File: config.mk
export PLATFORM = sky130hd
export DESIGN_NAME = speed_actuator_flat
export DESIGN_NICKNAME = d
export VERILOG_FILES = /design/src/rtl/speed_actuator_if.sv /design/src/rtl/speed_actuator.sv /design/src/flat_wrapper.sv
export SDC_FILE = /design/constraint.sdc
export NUM_CORES = 1
export LEC_CHECK = 0
export CORE_ASPECT_RATIO = 1.25
export CORE_MARGIN = 1
export CORE_UTILIZATION = 59
export DETAILED_ROUTE_END_ITERATION = 6
export PLACE_DENSITY = 0.84
export SYNTH_ARGS = -nofsm -noshare
export SYNTH_HDL_FRONTEND = slang
export SYNTH_SLANG_ARGS = --single-unit
File: constraint.sdc
create_clock -name clk -period 4.9 [get_ports clk]
set_input_delay 0.98 -clock clk [delete_from_list [all_inputs] [get_ports clk]]
set_output_delay 0.98 -clock clk [all_outputs]
set_load 0.01 [all_outputs]
File: src/rtl/speed_actuator_if.sv
// Speed actuator handshake bundle: driving-control requests in,
// modelled speed and door latch state out.
interface speed_actuator_if;
  logic       accelerate_car;
  logic       unlock_doors;
  logic       brake_override;
  logic [7:0] car_speed;
  logic       speed_valid;
  logic       moving;
  logic       door_unlocked;

  // Driving-control side: issues requests, observes speed/doors
  modport master (
    output accelerate_car,
    output unlock_doors,
    output brake_override,
    input  car_speed,
    input  speed_valid,
    input  moving,
    input  door_unlocked
  );

  // Actuator side: consumes requests, reports speed/doors
  modport slave (
    input  accelerate_car,
    input  unlock_doors,
    input  brake_override,
    output car_speed,
    output speed_valid,
    output moving,
    output door_unlocked
  );
endinterface

File: src/rtl/speed_actuator.sv
// Speed actuator: tick-paced speed model with accel/decel FSM,
// emergency brake and a parked-time door interlock.
module speed_actuator #(
  parameter int         TICK_DIV  = 4,
  parameter logic [7:0] ACC_STEP  = 8'd2,
  parameter logic [7:0] DEC_STEP  = 8'd3,
  parameter logic [7:0] MAX_SPEED = 8'd200,
  parameter int         DOOR_HOLD = 3
) (
  input  logic              clk,
  input  logic              rst,
  speed_actuator_if.slave   bus
);

  localparam int TW = (TICK_DIV > 1) ? $clog2(TICK_DIV) : 1;
  localparam int PW = (DOOR_HOLD > 0) ? $clog2(DOOR_HOLD + 1) : 1;

  typedef enum logic [1:0] {
    PARKED = 2'b00,
    ACCEL  = 2'b01,
    DECEL  = 2'b10
  } state_t;

  state_t        r_state;
  logic [TW-1:0] r_tick_cnt;
  logic [PW-1:0] r_park_cnt;
  logic [7:0]    r_speed;
  logic          r_valid;
  logic          r_door;

  logic          w_tick;
  logic          w_go;
  logic [8:0]    w_sum;
  logic [7:0]    w_acc_speed;
  logic [8:0]    w_dstep;
  logic [7:0]    w_dec_speed;
  logic          w_door_clr;
  logic          w_door_set;

  assign w_tick = (r_tick_cnt == TW'(TICK_DIV - 1));
  assign w_go   = bus.accelerate_car & ~bus.brake_override;

  // Next-speed candidates: saturating add, floored subtract
  always_comb begin
    w_sum       = {1'b0, r_speed} + {1'b0, ACC_STEP};
    w_acc_speed = (w_sum > {1'b0, MAX_SPEED}) ? MAX_SPEED
                                              : w_sum[7:0];
    w_dstep     = bus.brake_override ? {DEC_STEP, 1'b0}
                                     : {1'b0, DEC_STEP};
    w_dec_speed = 8'd0;
    if ({1'b0, r_speed} > w_dstep)
      w_dec_speed = r_speed - w_dstep[7:0];
  end

  // Door latch: clear wins; set needs a long enough parked spell
  always_comb begin
    w_door_clr = ~bus.unlock_doors
               | bus.accelerate_car
               | (r_state != PARKED);
    w_door_set = (r_state == PARKED)
               & bus.unlock_doors
               & (r_park_cnt == PW'(DOOR_HOLD));
  end

  // Free-running tick divider
  always_ff @(posedge clk or posedge rst) begin
    if (rst) begin
      r_tick_cnt <= '0;
    end else if (w_tick) begin
      r_tick_cnt <= '0;
    end else begin
      r_tick_cnt <= r_tick_cnt + TW'(1);
    end
  end

  // Drive FSM with registered speed, update pulse, park count, doors
  always_ff @(posedge clk or posedge rst) begin
    if (rst) begin
      r_state    <= PARKED;
      r_speed    <= 8'd0;
      r_valid    <= 1'b0;
      r_park_cnt <= '0;
      r_door     <= 1'b0;
    end else begin
      r_valid <= 1'b0;
      case (r_state)
        PARKED: begin
          if (w_go)
            r_state <= ACCEL;
        end
        ACCEL: begin
          if (!w_go)
            r_state <= DECEL;
          if (w_tick) begin
            r_speed <= w_acc_speed;
            r_valid <= 1'b1;
          end
        end
        DECEL: begin
          if (w_go)
            r_state <= ACCEL;
          else if (r_speed == 8'd0)
            r_state <= PARKED;
          if (w_tick) begin
            r_speed <= w_dec_speed;
            r_valid <= 1'b1;
          end
        end
        default: begin
          r_state <= PARKED;
        end
      endcase

      if (r_state != PARKED)
        r_park_cnt <= '0;
      else if (w_tick && (r_park_cnt != PW'(DOOR_HOLD)))
        r_park_cnt <= r_park_cnt + PW'(1);

      if (w_door_clr)
        r_door <= 1'b0;
      else if (w_door_set)
        r_door <= 1'b1;
    end
  end

  assign bus.car_speed     = r_speed;
  assign bus.speed_valid   = r_valid;
  assign bus.moving        = (r_speed != 8'd0);
  assign bus.door_unlocked = r_door;

endmodule

File: src/flat_wrapper.sv
// flat-port wrapper written by rule: the top's interface ports become plain ports
module speed_actuator_flat 
#(
  parameter int         TICK_DIV  = 4,
  parameter logic [7:0] ACC_STEP  = 8'd2,
  parameter logic [7:0] DEC_STEP  = 8'd3,
  parameter logic [7:0] MAX_SPEED = 8'd200,
  parameter int         DOOR_HOLD = 3
)
  (clk, rst, bus_accelerate_car, bus_unlock_doors, bus_brake_override, bus_car_speed, bus_speed_valid, bus_moving, bus_door_unlocked);
  speed_actuator_if bus_i ();
  input  logic clk;
  input  logic rst;
  input wire logic [$bits(bus_i.accelerate_car)-1:0] bus_accelerate_car;
  input wire logic [$bits(bus_i.unlock_doors)-1:0] bus_unlock_doors;
  input wire logic [$bits(bus_i.brake_override)-1:0] bus_brake_override;
  output wire logic [$bits(bus_i.car_speed)-1:0] bus_car_speed;
  output wire logic [$bits(bus_i.speed_valid)-1:0] bus_speed_valid;
  output wire logic [$bits(bus_i.moving)-1:0] bus_moving;
  output wire logic [$bits(bus_i.door_unlocked)-1:0] bus_door_unlocked;
  assign bus_i.accelerate_car = bus_accelerate_car;
  assign bus_i.unlock_doors = bus_unlock_doors;
  assign bus_i.brake_override = bus_brake_override;
  assign bus_car_speed = bus_i.car_speed;
  assign bus_speed_valid = bus_i.speed_valid;
  assign bus_moving = bus_i.moving;
  assign bus_door_unlocked = bus_i.door_unlocked;
  speed_actuator #(.TICK_DIV(TICK_DIV), .ACC_STEP(ACC_STEP), .DEC_STEP(DEC_STEP), .MAX_SPEED(MAX_SPEED), .DOOR_HOLD(DOOR_HOLD)) u_core (.clk(clk), .rst(rst), .bus(bus_i));
endmodule
### Placement by cell class

Scale: 4 px per um.
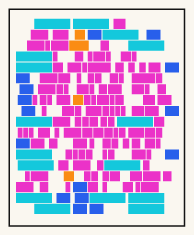
| colour | class | cells | share of their area |
|---|---|---|---|
| magenta | remaining logic cells | 122 | 59% |
| cyan | sequential cells | 16 | 28% |
| blue | remaining buffers and delay cells | 15 | 11% |
| orange | clock drivers and dummy loads | 4 | 2.6% |
utilization after layout: 0.7197
post-route cell area: 1443 um^2
row count: 18

### Ports around the boundary

Scale: 6 px per um. Pins as bars across the die edge, other pins in grey.
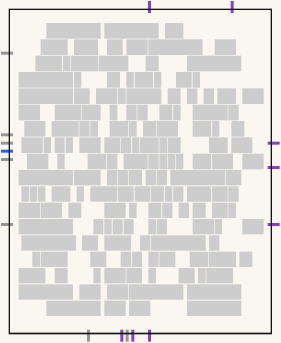
| colour | port | pins | direction | edge |
|---|---|---|---|---|
| blue | `bus_accelerate_car` | 1 | input | west |
| purple | `bus_car_speed` | 8 | output | 3 south, 3 east, 2 north |
chip width: 43.44 um
Die Span Y: 53.80 um
port bufs: 15

### Routed metal, one colour a layer

Scale: 4 px per um.
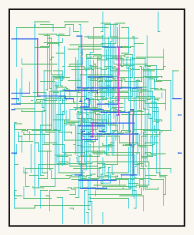
| colour | layer | wire length |
|---|---|---|
| magenta | M4 | 93.8 um |
| green | M1 | 1160 um |
| blue | M3 | 149 um |
| cyan | M2 | 1490 um |
wire length per cell: 16.34 um
routed via count: 1151
GRT Total Usage: 0.2858
routed wire length: 2.892 mm

[cell type report]
| type | instances | area [um^2] | area share |
|---|---|---|---|
| well taps | 20 | 25.02 | 0.01735 |
| multi-input cells | 112 | 793.3 | 0.5499 |
| flip-flops and latches | 16 | 400.4 | 0.2775 |
| repair buffers | 15 | 150.1 | 0.1041 |
| clock buffers | 4 | 36.28 | 0.02515 |
| inverters | 10 | 37.54 | 0.02602 |
[cell families after synthesis]
logic type,Yosys count,synth area share
adders and majority gates,11,0.1087
AOI/OAI and AO/OA,39,0.2125
DFF,16,0.3162
buffers and inverters,16,0.05731
xor gates and xnor gates,3,0.02075
and+or+nand+nor,54,0.2441
muxes,5,0.04051
[report_power, final]
part,internal (W),total (W),switching (W)
registers,0.000178,0.000280,0.000102
clock network,0.0000454,0.0000910,0.0000456
logic,0.000245,0.000554,0.000309
total,0.000469,0.000925,0.000457
[stage by stage]
step | hold slack (ns) | std cells | utilization | setup slack (ns) | area, um^2
after floorplan | 0.4031 | 144 | - | 2.516 | 1266
after global placement | 0.4132 | 173 | 0.7016 | 1.920 | 1406
after detailed placement | 0.4254 | 173 | 0.7016 | 1.891 | 1406
after CTS | 0.4387 | 177 | 0.7197 | 2.178 | 1443
after global routing | 0.4607 | 177 | 0.7197 | 1.924 | 1443
final | 0.4345 | 177 | 0.7197 | 2.097 | 1443
[Yosys cell counts (2+ instances only)]
library cell and instances:
dfrtp_1 16, nor2_1 12, ha_1 11, nand2_1 11, inv_1 10, a21oi_1 8
o21ai_1 8, nand3_1 5, nor3_1 5, buf_2 4, mux2i_1 4, a31oi_1 3
o31ai_1 3, a2111oi_0 2, and2_1 2, buf_4 2, nand2b_1 2, nand4b_1 2
nor4_1 2, o211ai_1 2, o21a_1 2, or3_1 2, xnor2_1 2
==> results.ini <==
[layout]
largest_reg_flops = 8
final_cell_mix = dfrtp_1 (16), clkdlybuf4s50_1 (15), nor2_1 (12)
fillCellCount = 145
antenna_cells = 0
layout.nets = 174
syn2layout_area_growth_pct = 13.93

[critical_path]
cp.depth = 8
critPathSlowestCell = a2111oi_0
crit_arrival_ns = 3.02
crit_path_start = bus_brake_override
path_cells = clkdlybuf4s50_1, inv_1, ha_1, and3b_2, nor3_1, a2111oi_0, a21oi_1, o31ai_1
r2r_cells = 7
r2r-end = u_core.bus.car_speed[0]$_DFFE_PP0P_
cpPeakStageDelay_ns = 0.65
critPathTopFamily = AND-OR/OR-AND gates
critical_path_class = primary input to flip-flop

[run]
tool_warnings = 30
cap_violations = 0

[hold_path]
holdPathStages = 1
hp-class = flip-flop to flip-flop

[synth]
synthArstFlopShare = 1.000
syn_avg_cell_area_um2 = 8.793
synth_nets = 160
top_area_frac = 0.3162
yosys_area_um2 = 1266
yosys_warnings = 0
synthCells = 144
ys_ff = 16
ff_type = dfrtp_1
syn_area_um2 = 1266
ys_cells = 144
top_cells_by_area = dfrtp_1 (32%), ha_1 (11%), nor2_1 (3.6%), nand2_1 (3.3%), a21oi_1 (3.2%)

[timing]
setup_viol = 0
fmax_mhz = 356.8
maxSlewHeadroom = 0.3483
min_period_ns = 2.803
rsz0062_at_grt = no
drv_slew = 0
worst_slew_pin_slew_ns = 0.9711

[grt]
antenna_found_initial = 0
grtUsageMet1 = 0.3208
grt_pass1_wl_mm = 5.016
grt_use_met2 = 0.5152
grt_pass1_vias = 1188
grt_remaining_overflow = 0
use_met3 = 0.02685

[cts]
postCtsSetupRepairBufs = 0
cts_buffers = 3
post_cts_resized = 0
clock_latency_ns = 0.30
root_buffer = clkbuf_4

[drt]
drt_first_pass_iters = 4
drtIter0Drc = 53
met1_length_mm = 1.162
drc = 0

[placed_design]
finalWeightedCongestion = 0.9219

[power_and_ir_drop]
total_power_w = 0.0009253
cellPowerDensity_nw_per_um2 = 641.4

[outcome]
status = finished, final reports clean

[floorplan]
fp_util = 0.6317

